**src/rtl/uart_pkg.sv**
```systemverilog
// Shared UART definitions: transmitter state encoding and default framing constants.
package uart_pkg;

    typedef enum logic [2:0] {
        IDLE,
        POP,
        LOAD,
        START,
        DATA,
        STOP
    } tx_state_t;

    localparam int UART_DEFAULT_CLKS_PER_BIT = 868;
    localparam int UART_DATA_BITS            = 8;

endpackage

```
**src/rtl/uart_baud_cnt.sv**
```systemverilog
// Bit-period counter: counts 0..CLKS_PER_BIT-1 while not cleared and flags the last cycle of each bit.
module uart_baud_cnt import uart_pkg::*; #(
    parameter  int CLKS_PER_BIT = UART_DEFAULT_CLKS_PER_BIT,
    localparam int CNT_W        = $clog2(CLKS_PER_BIT)
) (
    input  logic             clk,
    input  logic             rst,
    input  logic             i_clear,
    output logic [CNT_W-1:0] o_count,
    output logic             o_bit_tick
);

    localparam logic [CNT_W-1:0] LAST_CNT = CNT_W'(CLKS_PER_BIT - 1);

    logic [CNT_W-1:0] r_count;

    assign o_bit_tick = !i_clear && (r_count == LAST_CNT);
    assign o_count    = r_count;

    // NOTE: state is updated with non-blocking assignments so every register samples pre-edge values.
    always_ff @(posedge clk) begin
        if (rst || i_clear) begin
            r_count <= '0;
        end else if (o_bit_tick) begin
            r_count <= '0;
        end else begin
            r_count <= r_count + 1'b1;
        end
    end

endmodule

```
**src/rtl/uart_tx_fifo_drain.sv**
```systemverilog
// UART transmitter that pops bytes from a registered-output FIFO and sends them as 8N1/8N2 frames.
module uart_tx_fifo_drain import uart_pkg::*; #(
    parameter int CLKS_PER_BIT = UART_DEFAULT_CLKS_PER_BIT,
    parameter int DATA_BITS    = UART_DATA_BITS,
    parameter int STOP_BITS    = 1
) (
    input  logic                 clk,
    input  logic                 rst,
    input  logic                 enable,
    input  logic                 fifo_empty,
    input  logic [DATA_BITS-1:0] fifo_dout,
    output logic                 fifo_rd_en,
    output logic                 tx,
    output logic                 busy,
    output logic                 frame_done
);

    localparam int CNT_W = $clog2(CLKS_PER_BIT);
    localparam int IDX_W = $clog2(DATA_BITS + 1);

    localparam logic [CNT_W-1:0] PRE_LAST_CNT = CNT_W'(CLKS_PER_BIT - 2);
    localparam logic [IDX_W-1:0] LAST_DATA    = IDX_W'(DATA_BITS - 1);
    localparam logic [IDX_W-1:0] LAST_STOP    = IDX_W'(STOP_BITS - 1);

    tx_state_t            r_state;
    logic [DATA_BITS-1:0] r_shift;
    logic [IDX_W-1:0]     r_bit_idx;
    logic                 r_tx;
    logic                 r_rd_en;
    logic                 r_busy;
    logic                 r_frame_done;

    logic                 w_baud_clear;
    logic                 w_bit_tick;
    logic [CNT_W-1:0]     w_baud_cnt;

    // The divider only runs while a bit is on the line, so it restarts from zero for every frame.
    assign w_baud_clear = !(r_state inside {START, DATA, STOP});

    uart_baud_cnt #(
        .CLKS_PER_BIT (CLKS_PER_BIT)
    ) u_baud_cnt (
        .clk        (clk),
        .rst        (rst),
        .i_clear    (w_baud_clear),
        .o_count    (w_baud_cnt),
        .o_bit_tick (w_bit_tick)
    );

    assign fifo_rd_en = r_rd_en;
    assign tx         = r_tx;
    assign busy       = r_busy;
    assign frame_done = r_frame_done;

    // Outputs are loaded on the same edge as the state they belong to, keeping them glitch-free.
    always_ff @(posedge clk) begin
        if (rst) begin
            r_state      <= IDLE;
            r_shift      <= '0;
            r_bit_idx    <= '0;
            r_tx         <= 1'b1;
            r_rd_en      <= 1'b0;
            r_busy       <= 1'b0;
            r_frame_done <= 1'b0;
        end else begin
            r_rd_en      <= 1'b0;
            r_frame_done <= 1'b0;
            case (r_state)
                IDLE: begin
                    if (enable && !fifo_empty) begin
                        r_state <= POP;
                        r_rd_en <= 1'b1;
                        r_busy  <= 1'b1;
                    end
                end
                POP: begin
                    r_state <= LOAD;
                end
                LOAD: begin
                    r_shift   <= fifo_dout;
                    r_bit_idx <= '0;
                    r_tx      <= 1'b0;
                    r_state   <= START;
                end
                START: begin
                    if (w_bit_tick) begin
                        r_tx    <= r_shift[0];
                        r_state <= DATA;
                    end
                end
                DATA: begin
                    if (w_bit_tick) begin
                        r_shift <= r_shift >> 1;
                        if (r_bit_idx == LAST_DATA) begin
                            r_bit_idx <= '0;
                            r_tx      <= 1'b1;
                            r_state   <= STOP;
                        end else begin
                            r_bit_idx <= r_bit_idx + 1'b1;
                            r_tx      <= r_shift[1];
                        end
                    end
                end
                STOP: begin
                    // Raised one cycle early so the registered pulse lands on the final stop cycle.
                    if (r_bit_idx == LAST_STOP && w_baud_cnt == PRE_LAST_CNT) begin
                        r_frame_done <= 1'b1;
                    end
                    if (w_bit_tick) begin
                        if (r_bit_idx == LAST_STOP) begin
                            r_bit_idx <= '0;
                            r_busy    <= 1'b0;
                            r_state   <= IDLE;
                        end else begin
                            r_bit_idx <= r_bit_idx + 1'b1;
                        end
                    end
                end
                default: begin
                    r_state <= IDLE;
                end
            endcase
        end
    end

endmodule
```
**config.mk**
```make
export PLATFORM = sky130hd
export DESIGN_NAME = uart_tx_fifo_drain
export DESIGN_NICKNAME = d
export VERILOG_FILES = /design/src/rtl/uart_pkg.sv /design/src/rtl/uart_baud_cnt.sv /design/src/rtl/uart_tx_fifo_drain.sv
export SDC_FILE = /design/constraint.sdc
export NUM_CORES = 1
export LEC_CHECK = 0
export CORE_MARGIN = 1.5
export CORE_UTILIZATION = 48
export DETAILED_ROUTE_END_ITERATION = 7
export PLACE_DENSITY = 0.76
export SYNTH_ARGS = -nofsm -noshare
export SYNTH_HDL_FRONTEND = slang
export SYNTH_SLANG_ARGS = --single-unit
```
**constraint.sdc**
```tcl
create_clock -name clk -period 1.57 [get_ports clk]
set_input_delay 0.314 -clock clk [delete_from_list [all_inputs] [get_ports clk]]
set_output_delay 0.314 -clock clk [all_outputs]
set_load 0.1 [all_outputs]
```
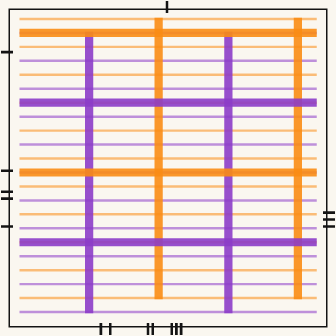
Figure 1: run 1, PDN straps and rails.
Pins as bars on the die edge.
- orange: VDD
- purple: VSS
- rows: 21
- met5 straps: 4
- met1 rails: 22
- met4 straps: 4
floorplan die width: 61.6 um
core region area: 0.00331 mm^2
worst voltage drop across the vdd grid: 0.000653 V
overall die height: 61.6 um

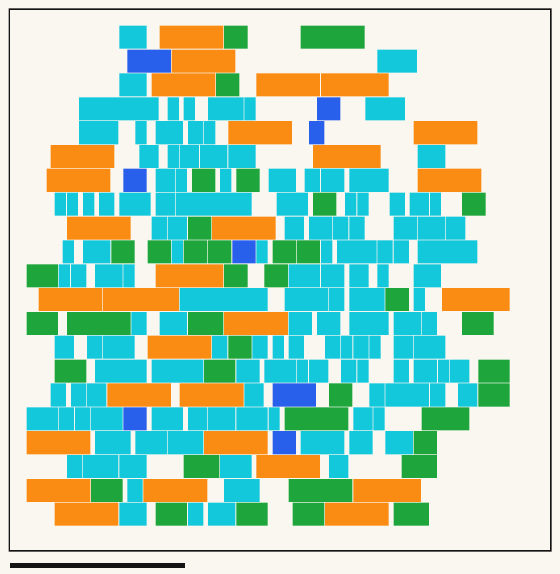
Figure 2: run 1, cell classes on the final placement.
The bar under the picture is 20 um long.
- orange: flops (cells 29; share of their area 28%)
- cyan: all other logic (cells 139; share of their area 50%)
- blue: clock drivers and dummy loads (cells 8; share of their area 3.3%)
- green: other buffers and delay cells (cells 39; share of their area 19%)
Final Instance Area: 0.00215 mm^2
register share of the cell area: 27.5%
Final Core Density: 64.9%
floorplan row count: 21

==> impl_metrics.toml, run 1 <==
# physical design summary
[pwr]
power.static_leakage_nw = 0.798
power.share.combinational_pct = 31.4
netSwitchingFraction_pct = 33.2
power_frac_seq_pct = 41.2
switching_power_uw = 654
p_int_mw = 1.32
final_total_power_mw = 1.97
p_per_area_mw_per_mm2 = 917

[synth]
synth_top_area_share_pct = 35.2
netlist_instances = 177
synth_top_flop_cell = "sky130_fd_sc_hd__dfxtp_1"
syn_nets = 193
enable_flop_cells = 0
yosysCellCount = 177
netlist_top_cells_area = "sky130_fd_sc_hd__dfxtp_1 (35%), sky130_fd_sc_hd__a21oi_1 (5.2%), sky130_fd_sc_hd__mux2i_1 (4.9%)"
yosys_warnings = 0
proportion_of_synthesized_flip_flops_having_asynchronous_set_or_reset_pct = 0
syn-mean-instance-area_um2 = 9.31
ys_seq_elements = 29
synth_sequential_area_ratio_pct = 35.2
post_synth_instance_area_mm2 = 0.00165
largest_area_cell = "sky130_fd_sc_hd__dfxtp_1"
synthDistinctLibCells = 47
yosys.stat.chipArea_mm2 = 0.00165

[final_timing]
final.setup.worst_slack_ps = -59.4
hold_viol_final = 0
worst_slew_margin_rel_pct = 80.5
tightestPinTransition_ps = 291
timing.final.crit_share_pct = 104
grt_setup_unrepaired = "yes"
min_period_ps = 1630
fmax_mhz = 614
max_slew_violations = 0
final-setup-viol-count = 6

[worst_setup_path]
critPathArrivalTime_ps = 1910
regToRegStartpoint = "u_baud_cnt.o_count[2]"
r2r_endpoint = "r_shift[1]"
end_kind = "flip-flop"
r2r_setup_slack_ps = -60
critical-path-slowest-cell = "sky130_fd_sc_hd__or3_1"
worst_ep_required_time_ps = 1850
crit_path_max_fanout = 6
slowest_delay_ps = 400
crit_start = "u_baud_cnt.o_count[2]"
worst_r2r_path_depth = 5
timing.critical_path.from_type = "flip-flop"
path_class = "reg2reg"
cp_cell_sequence = "nor4b_4 -> buf_4 -> a41oi_2 -> or3_1 -> a21oi_1"

[global_routing]
grt_residual_overflow = 0
met2_resource_use_gr_pct = 37.3
grt.met3_usage_pct = 7.14
global_route.usage.met1_pct = 28.8
antenna_found_initial = 0
grt_pass1_vias = 1421
first_pass_grt_wire_length_mm = 6.38
pin_count_of_the_biggest_net_entering_global_routing = 29
globalRoute.busiestLayer = "met2"

[status]
violations = "negative setup slack"
status = "finished, violations left"

[route]
detail_route.iter0.violations = 113
via_count = 1481
route.detailed.vias_per_inst = 5.67
antenna_violating_nets_post_route = 0
routed_wire_length_per_instance_um = 15.4
remaining_drc_errors = 0
drtPass1Iterations = 4

[job]
timing.max_cap.violations = 0
openroad.warnings = 30

[min_path]
hp-start = "r_bit_idx[0]"
min-delay-path-class = "reg2reg"
hold_path_depth = 1
timing.hold.worst_endpoint = "r_bit_idx[0]"

[cts]
clock_path_buffers = 2
tritoncts_clock_tree = "built"
clock_sink_count = 29
htree_levels = 2
clkSlewWorstSetupHoldPaths_ps = 100
root_driver = "sky130_fd_sc_hd__clkbuf_4"
cts-buffers-inserted = 5

[final_layout]
final-instance-count-excl-fill = 261
layout_top_cell = "sky130_fd_sc_hd__dfxtp_1"
area_growth_syn_to_layout_pct = 30.4
insertedDiodeCount = 0
num-nets-final = 230
drive_gt1_share_pct = 32.1
layout_top_cells = "sky130_fd_sc_hd__dfxtp_1 (23), sky130_fd_sc_hd__buf_4 (19), sky130_fd_sc_hd__nor2_1 (17)"
fill_cells = 280

[floorplanning]
initial_utilization_pct = 49.8
io_pins = 16
chip_area_mm2 = 0.00379

[placed_design]
place.detailed.instances = 249
io_buffer_count = 15
globalplace.congestion = 0.814
dp.final_hpwl_mm = 2.55
placed_cell_area_mm2 = 0.00191
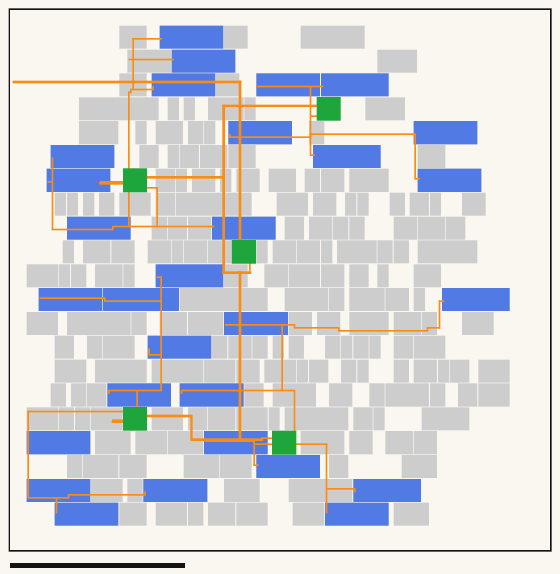
Figure 3: run 1, clock distribution.
The bar under the picture is 20 um long.
- green: cells driving clock nets (count 5)
- blue: flip-flops (count 29)
- orange: clock wires (length 415 um)
- routed clock nets: 6
clock network fraction of design power: 27.4%
clock latency of the later-clocked register in the worst-skew pair: 340 ps
worst-case clock skew: 18.7 ps
clock group power: 539 uW

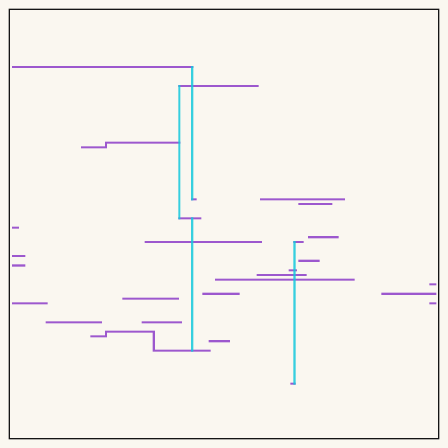
Figure 4: run 1, metal layers overlaid.
Only two layers are drawn.
- cyan: met4 (wire length 77.5 um)
- purple: met3 (wire length 191 um)
Post-Route WL: 4.02 mm
total global routing track utilization: 23.3%

[run 1: flip-flops by register name, summed over array words and instances (netlist names)]
register            flops
tx                      1
r_shift                 8
r_bit_idx               4
r_state                 3
busy                    1
u_baud_cnt.o_count     10
fifo_rd_en              1
frame_done              1
[run 1: cells by family (layout without fill, tap and decap cells)]
logic type	Yosys count	count (layout)	share of synthesized area, %
adder cells (fa/ha/maj)	4	4	3.04
buffers and inverters	15	52	10.3
AND-OR/OR-AND	43	44	16.9
AND/OR/NAND/NOR	70	70	25.4
XOR/XNOR	8	8	4.25
multiplexers	8	8	4.86
flip-flops	29	29	35.2
[run 1: Yosys cell counts, drive strengths merged, types with 2 or more instances]
| master | number |
|---|---|
| xnor2 | 4 |
| nand4 | 4 |
| nand2b | 4 |
| a21oi | 17 |
| or3 | 9 |
| mux2i | 8 |
| ha | 4 |
| nand2 | 9 |
| dfxtp | 29 |
| nor2 | 17 |
| and3 | 2 |
| xor2 | 4 |
| buf | 3 |
| bufbuf | 2 |
| o21ai | 11 |
| nand3 | 7 |
| and4 | 2 |
| o32ai | 2 |
| nor4b | 2 |
| nor2b | 5 |
| inv | 5 |
| a31oi | 2 |
| nand3b | 3 |
| clkbuf | 5 |
[run 1: per-stage QoR]
| step | setup TNS, ps | setup slack (ps) | hold WS [ps] |
|---|---|---|---|
| finish | -148 | -59.4 | 479 |
| global route | -686 | -132 | 501 |
| CTS | 0 | 7.94 | 480 |
| detailed placement | -214 | -71.3 | 467 |
| global placement | 0 | 1.68 | 460 |
| floorplan | -168 | -41.9 | 437 |
[run 1: what timing repair did]
item / 4_1_cts / 5_1_grt
pin swaps: 4 / 8
gates cloned: 1 / 0
buffers inserted: 3 / 0
hold buffers: 0 / 0
setup endpoints to repair: 15 / 15
gates resized: 15 / 20
[run 1: metal layers]
layer  wire, um  part of all wire (%)
met3        191                   4.7
met1       1740                    43
met4         77                   1.9
met5          0                     0
met2       2010                    50
[run 1: worst max-delay path: cells and delay by family, from the launching register on]
kind / cells / cell delay [ps]
flops: 1 / 360
compound gates: 2 / 340
buf+inv: 1 / 180
simple gates: 2 / 690
[run 1: power groups by stage]
stage	Combinational (mW)	Sequential [mW]	Clock, mW
floorplan	0.345	0.877	0
global placement	0.505	0.819	0
detailed placement	0.520	0.822	0
CTS	0.563	0.805	0.537
global route	0.668	0.818	0.584
finish	0.619	0.813	0.539
[run 1: cell type report]
| cell class | instances | area [um^2] | share of cell area (%) |
|---|---|---|---|
| sequential | 29 | 591 | 27.5 |
| clock buffer | 7 | 65.1 | 3.03 |
| inverter | 5 | 18.8 | 0.873 |
| clock inverter | 1 | 5.00 | 0.233 |
| tap | 46 | 57.6 | 2.68 |
| timing repair buffer | 39 | 393 | 18.3 |
| multi-input combinational | 134 | 1020 | 47.4 |
[run 1: worst max path at each step]
stage / end / slack [ps] / cells past startpoint
floorplan: r_shift[2] / -40 / 6
global placement: tx / 2 / 5
detailed placement: r_shift[3] / -70 / 4
CTS: r_shift[3] / 8 / 7
global route: r_shift[1] / -130 / 5
finish: r_shift[1] / -60 / 5
==> run 2, diff against run 1 <==
ABC_CLOCK_PERIOD_IN_PS = 1570   (was unset)
SLEW_MARGIN = 20   (was unset)
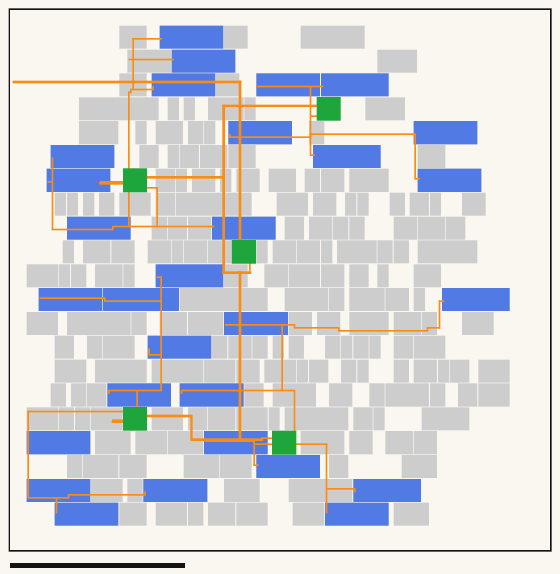
Figure 5: run 2, clock distribution.
The bar under the picture is 20 um long.
- orange: clock wires (length 415 um)
- blue: flip-flops (count 29)
- green: cells driving clock nets (count 5)
- routed clock nets: 6

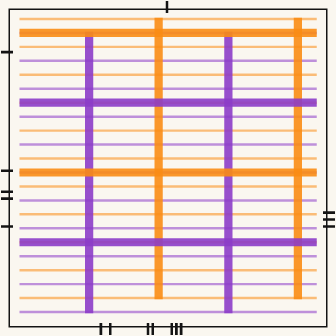
Figure 6: run 2, PDN straps and rails.
Pins as bars on the die edge.
- purple: VSS
- orange: VDD
- met4 straps: 4
- signal pins: 16
- met5 straps: 4
- rows: 21

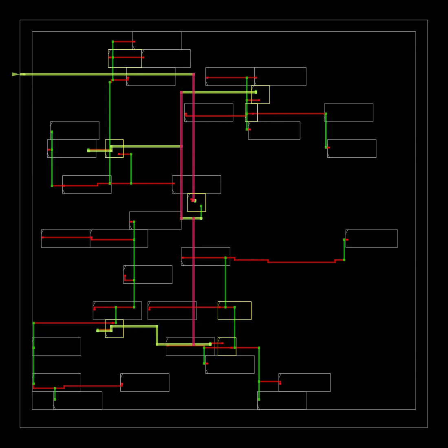
Figure 7: run 2, clock routing.
number of buffers created by CTS: 5
CLK BUF: 7
registers: 29
clock tree sinks: 29

==> impl_metrics.toml, run 2 <==
# physical design summary
[synth]
yosys.stat.chipArea_mm2 = 0.00165
synth_top_flop_cell = "sky130_fd_sc_hd__dfxtp_1"
netlist_instances = 177
synth_sequential_area_ratio_pct = 35.2
synth-simple-area-share_pct = 25.4
muxShareOfSynthArea_pct = 4.86
yosys.area_share.adder_pct = 3.04
ys_seq_elements = 29
proportion_of_synthesized_flip_flops_having_asynchronous_set_or_reset_pct = 0
netlist_top_cells_area = "sky130_fd_sc_hd__dfxtp_1 (35%), sky130_fd_sc_hd__a21oi_1 (5.2%), sky130_fd_sc_hd__mux2i_1 (4.9%)"
syn_nets = 193
synthDistinctLibCells = 47
synthTopCellsByCount = "sky130_fd_sc_hd__dfxtp_1 (29), sky130_fd_sc_hd__a21oi_1 (17), sky130_fd_sc_hd__nor2_1 (17), sky130_fd_sc_hd__o21ai_0 (11), sky130_fd_sc_hd__nand2_1 (9)"
synth_top_area_share_pct = 35.2
yosys_warnings = 0
syn-mean-instance-area_um2 = 9.31
post_synth_instance_area_mm2 = 0.00165
largest_area_cell = "sky130_fd_sc_hd__dfxtp_1"
yosysCellCount = 177
synth.comb.largest_family = "simple AND/OR/NAND/NOR gates"
netlist.top_cell.by_instances = "sky130_fd_sc_hd__dfxtp_1"
enable_flop_cells = 0
ao_oa_area_share_pct = 16.9
synth.cellmix.xorXnorShare_pct = 4.25

[final_timing]
timing.final.crit_share_pct = 104
min_period_ps = 1630
max_slew_violations = 0
worst_slew_margin_rel_pct = 80.5
hold_viol_final = 0
final.setup.worst_slack_ps = -59.4
grt_setup_unrepaired = "yes"
tns_ps = -148
clock-skew-final_ps = 18.7
fmax_mhz = 614
tightestPinTransition_ps = 291
final-setup-viol-count = 6

[floorplanning]
floorplan.core_area_mm2 = 0.00331
die_w_um = 61.6
initial_utilization_pct = 49.8
placementRows = 21
chip_area_mm2 = 0.00379
io_pins = 16
die_h_um = 61.6

[worst_setup_path]
end_kind = "flip-flop"
r2r_setup_slack_ps = -60
regToRegStartpoint = "u_baud_cnt.o_count[2]"
worst_r2r_path_depth = 5
path_class = "reg2reg"
timing.critical_path.from_type = "flip-flop"
crit_start = "u_baud_cnt.o_count[2]"
crit_path_max_fanout = 6
worst_ep_required_time_ps = 1850
r2r_endpoint = "r_shift[1]"
critPathArrivalTime_ps = 1910

[pwr]
power.share.combinational_pct = 31.4
p_per_area_mw_per_mm2 = 917
power.static_leakage_nw = 0.798
clock_power_share_pct = 27.4
power.ir.vdd_worst_v = 0.000653
netSwitchingFraction_pct = 33.2
switching_power_uw = 654
power_frac_seq_pct = 41.2
p_int_mw = 1.32

[global_routing]
grt_pass1_vias = 1421
antenna_found_initial = 0
pin_count_of_the_biggest_net_entering_global_routing = 29
first_pass_grt_wire_length_mm = 6.38
grt_residual_overflow = 0
grtUsageTotal_pct = 23.3

[final_layout]
fill_cells = 280
num-nets-final = 230
layout_top_cells = "sky130_fd_sc_hd__dfxtp_1 (23), sky130_fd_sc_hd__buf_4 (19), sky130_fd_sc_hd__nor2_1 (17)"
layout_top_cell = "sky130_fd_sc_hd__dfxtp_1"
insertedDiodeCount = 0
drive_gt1_share_pct = 32.1
stdcell_area_mm2 = 0.00215
max_ffs_per_register = 10
area_growth_syn_to_layout_pct = 30.4

[cts]
clock_path_buffers = 2
htree_levels = 2
clkLatencyLatePin_ps = 340
tritoncts_clock_tree = "built"
clkSlewWorstSetupHoldPaths_ps = 100
root_driver = "sky130_fd_sc_hd__clkbuf_4"

[status]
status = "finished, violations left"
violations = "negative setup slack"

[min_path]
hold_path_depth = 1
timing.hold.worst_endpoint = "r_bit_idx[0]"
min-delay-path-class = "reg2reg"
hp-start = "r_bit_idx[0]"

[placed_design]
io_buffer_count = 15
globalplace.congestion = 0.814
detailedPlace.worstSlack_ps = -71.3
placed_cell_area_mm2 = 0.00191
dp.final_hpwl_mm = 2.55

[route]
routed_wire_length_per_instance_um = 15.4
antenna_violating_nets_post_route = 0
via_count = 1481
drtPass1Iterations = 4
detail_route.iter0.violations = 113
remaining_drc_errors = 0
routed_wirelength_mm = 4.02
route.detailed.vias_per_inst = 5.67

[job]
timing.max_cap.violations = 0
openroad.warnings = 30
-- run 2: cell counts after synthesis --
No cell type changed its count.
-- run 2: final cells by class --
cell class,count,area (um^2),area share (%)
Tap cell,46,57.6,2.68
Clock buffer,7,65.1,3.03
Sequential cell,29,591,27.5
Multi-Input combinational cell,134,1020,47.4
Clock inverter,1,5.00,0.233
Timing Repair Buffer,39,393,18.3
Inverter,5,18.8,0.873
-- run 2: what timing repair did --
item	in CTS	in global routing
endpoints found under the setup margin	15	15
pin swaps	4	8
buffers inserted	3	0
hold buffers	0	0
resized	15	20
gates cloned	1	0
-- run 2: routing by layer --
layer / part of all wire (%) / track usage, % / vias to the layer above
met4: 1.9 / 10.3 / 0
met5: 0 / 0 / -
met3: 4.7 / 7.14 / 9
met2: 50 / 37.3 / 42
met1: 43 / 28.8 / 710
li1: - / - / 720
-- run 2: critical path, cell delays in order, from the launching register on --
cell                      delay (ps)
sky130_fd_sc_hd__dfxtp_4         360
sky130_fd_sc_hd__nor4b_4         290
sky130_fd_sc_hd__buf_4           180
sky130_fd_sc_hd__a41oi_2         170
sky130_fd_sc_hd__or3_1           400
sky130_fd_sc_hd__a21oi_1         170
-- run 2: cells by family after synthesis --
kind of cell    Yosys count
compound gates           43
xor+xnor                  8
fa+ha+maj                 4
buf+inv                  15
flops                    29
mux                       8
simple gates             70
-- run 2: power by group through the flow --
stage          sequential [mW]  combinational (mW)  clock [mW]
3_3_place_gp             0.819               0.505           0
5_1_grt                  0.818               0.668       0.584
4_1_cts                  0.805               0.563       0.537
6_report                 0.813               0.619       0.539
3_5_place_dp             0.822               0.520           0
2_1_floorplan            0.877               0.345           0
-- run 2: how the worst max path moves through the flow --
stage               slack [ps]         end
floorplan                  -40  r_shift[2]
global placement             2          tx
detailed placement         -70  r_shift[3]
CTS                          8  r_shift[3]
global route              -130  r_shift[1]
finish                     -60  r_shift[1]
-- run 2: through the flow --
stage	cells	total power, mW	hold slack [ps]	utilization (%)
finish	261	1.97	479	64.9
floorplan	177	1.22	437	-
detailed placement	249	1.34	467	57.7
CTS	261	1.90	480	62.5
global route	261	2.07	501	64.9
global placement	249	1.32	460	57.7
Figure 8. Metal layers overlaid (run 2).
Only two layers are drawn.
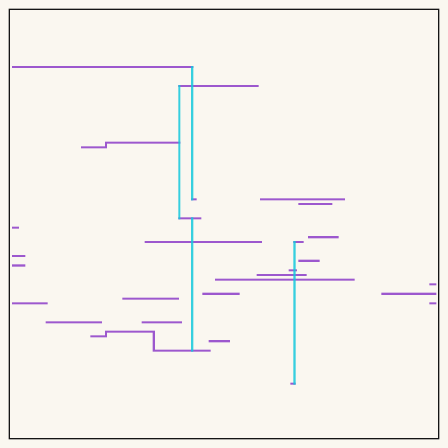

==> run 3, diff against run 2 <==
ABC_CLOCK_PERIOD_IN_PS = 1450   (was 1570)
clock period = 1.45 ns   (was 1.57 ns; I/O delays follow)
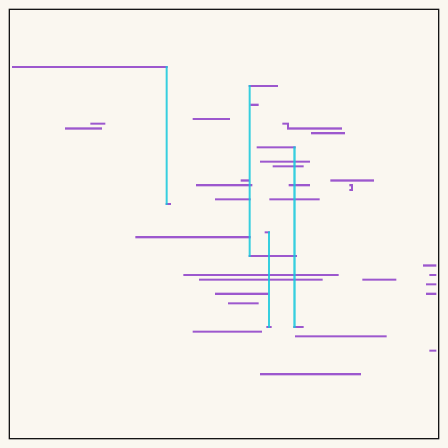
Figure 9: run 3, metal layers overlaid.
Only two layers are drawn.
- cyan: met4 (wire length 83.6 um)
- purple: met3 (wire length 222 um)
routed wire length per instance: 16.5 um
total global routing track utilization: 24.4%
Post-Route WL: 4.49 mm
via count: 1,575

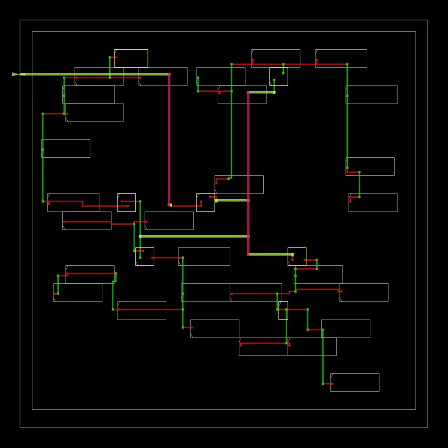
Figure 10: run 3, clock routing.
clock latency of the later-clocked register in the worst-skew pair: 320 ps
clock group power: 493 uW
worst-case clock skew: 11.3 ps

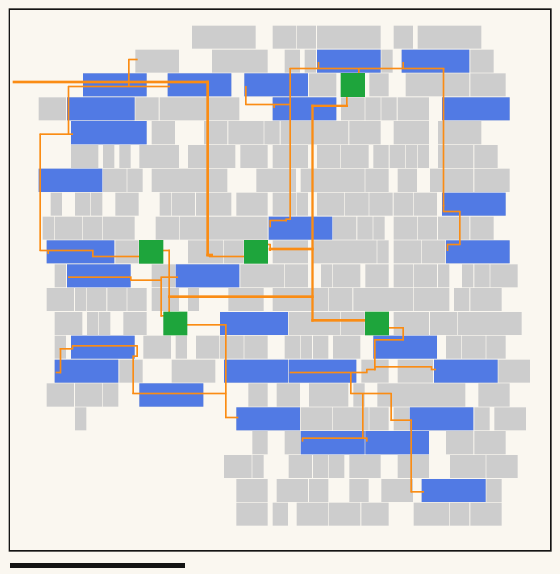
Figure 11: run 3, clock distribution.
The bar under the picture is 20 um long.
- green: cells driving clock nets (count 5)
- orange: clock wires (length 369 um)
- blue: flip-flops (count 29)
- flops lie: widely spread

==> impl_metrics.toml, run 3 <==
# physical design summary
[final_layout]
max_ffs_per_register = 10
stdcell_area_mm2 = 0.00233
insertedDiodeCount = 0
area_growth_syn_to_layout_pct = 41.2
fill_cells = 266
layout_top_cell = "sky130_fd_sc_hd__buf_4"

[floorplanning]
chip_area_mm2 = 0.00379
die_w_um = 61.6
die_h_um = 61.6

[placed_design]
dp.final_hpwl_mm = 2.74
io_buffer_count = 15
placed_cell_area_mm2 = 0.00198

[cts]
clock_path_buffers = 2
clkSlewWorstSetupHoldPaths_ps = 90
root_driver = "sky130_fd_sc_hd__clkbuf_4"
htree_levels = 2
cts-buffers-inserted = 5

[synth]
netlist.top_cell.by_instances = "sky130_fd_sc_hd__dfxtp_1"
synthDistinctLibCells = 47
syn_nets = 193
syn-mean-instance-area_um2 = 9.31
yosys_warnings = 0
proportion_of_synthesized_flip_flops_having_asynchronous_set_or_reset_pct = 0
synth_top_flop_cell = "sky130_fd_sc_hd__dfxtp_1"
post_synth_instance_area_mm2 = 0.00165
netlist_instances = 177
synth_top_area_share_pct = 35.2
ys_seq_elements = 29
netlist_top_cells_area = "sky130_fd_sc_hd__dfxtp_1 (35%), sky130_fd_sc_hd__a21oi_1 (5.2%), sky130_fd_sc_hd__mux2i_1 (4.9%)"
yosys.stat.chipArea_mm2 = 0.00165
largest_area_cell = "sky130_fd_sc_hd__dfxtp_1"

[route]
remaining_drc_errors = 0
detail_route.iter0.violations = 108
drtPass1Iterations = 4
antenna_violating_nets_post_route = 0

[pwr]
clock_power_share_pct = 22.7
power.ir.vdd_worst_v = 0.000637
p_per_area_mw_per_mm2 = 932
power.static_leakage_nw = 0.858
netSwitchingFraction_pct = 33.0
switching_power_uw = 716
p_int_mw = 1.45
power.share.combinational_pct = 36.8

[global_routing]
antenna_found_initial = 0
grt_pass1_vias = 1541
pin_count_of_the_biggest_net_entering_global_routing = 29
first_pass_grt_wire_length_mm = 6.76

[final_timing]
grt_setup_unrepaired = "yes"
tightestPinTransition_ps = 433
final.setup.worst_slack_ps = -186
hold_viol_final = 0
worst_slew_margin_rel_pct = 71.1
fmax_mhz = 611
timing.final.crit_share_pct = 113
final-setup-viol-count = 15
min_period_ps = 1640

[worst_setup_path]
worst_r2r_path_depth = 5
critical-path-slowest-cell = "sky130_fd_sc_hd__or3b_4"
worst_ep_required_time_ps = 1700
critPathArrivalTime_ps = 1890
timing.critical_path.from_type = "flip-flop"

[status]
status = "finished, violations left"
violations = "negative setup slack"

[min_path]
hold_path_depth = 2
min-delay-path-class = "reg2reg"

[job]
timing.max_cap.violations = 0
-- run 3: cell families (layout without fill, tap and decap cells) --
family                     count (synthesis)  after routing  share of synthesized area (%)
DFF                                       29             29                           35.2
and+or+nand+nor                           70             70                           25.4
AOI/OAI and AO/OA                         43             44                           16.9
buffers and inverters                     15             63                           10.3
xor gates and xnor gates                   8              8                           4.25
muxes                                      8              8                           4.86
adders and majority gates                  4              4                           3.04
-- run 3: area by class of cell --
cell class / instances / area [um^2] / area share [%]
multi-input combinational: 134 / 1110 / 47.6
timing repair buffer: 51 / 495 / 21.3
tap: 46 / 57.6 / 2.47
clock buffer: 7 / 55.1 / 2.37
sequential: 29 / 592 / 25.4
inverter: 5 / 18.8 / 0.807
-- run 3: metrics by stage --
step / hold WS (ps) / util, % / TNS [ps] / cells
3_5_place_dp: 467 / 59.9 / -2630 / 255
4_1_cts: 471 / 65.4 / -780 / 268
5_1_grt: 500 / 70.3 / -2250 / 272
6_report: 478 / 70.3 / -1220 / 272
3_3_place_gp: 460 / 59.9 / -932 / 255
2_1_floorplan: 414 / - / -817 / 177
-- run 3: worst max-delay path, delay by kind of cell, from the launching register on --
kind                   cells  cell delay, ps
AND/OR/NAND/NOR            2             790
flip-flops                 1             350
buffers and inverters      1             150
AND-OR/OR-AND              1             150
multiplexers               1             110
-- run 3: path summary, 6_finish.rpt --
kind / endpoint / from / slack [ps]
worst max-delay path: r_shift[3] / r_state[0] / -190
worst min-delay path: r_shift[5] / r_shift[5] / 480
worst max register to register: r_shift[3] / r_state[0] / -190
worst min register to register: r_shift[5] / r_shift[5] / 480
-- run 3: power groups by stage --
| stage | Clock [mW] | Sequential, mW | Combinational, mW |
|---|---|---|---|
| after floorplan | 0 | 0.951 | 0.385 |
| after global placement | 0 | 0.886 | 0.569 |
| after detailed placement | 0 | 0.889 | 0.592 |
| after CTS | 0.511 | 0.873 | 0.684 |
| after global routing | 0.547 | 0.883 | 0.843 |
| final | 0.493 | 0.878 | 0.798 |
-- run 3: what timing repair did --
item,CTS,global route
resized,22,30
pin swaps,8,14
setup endpoints to repair,25,26
buffers inserted,4,4
cloned,2,0
-- run 3: routing by layer --
layer,track usage (%),up-vias,part of all wire (%)
met5,0,-,0
met4,10.6,0,1.9
met3,4.41,10,4.9
met2,44.4,61,52
met1,27.6,766,41
li1,-,738,-
Power is estimated from default activity; no workload was simulated.
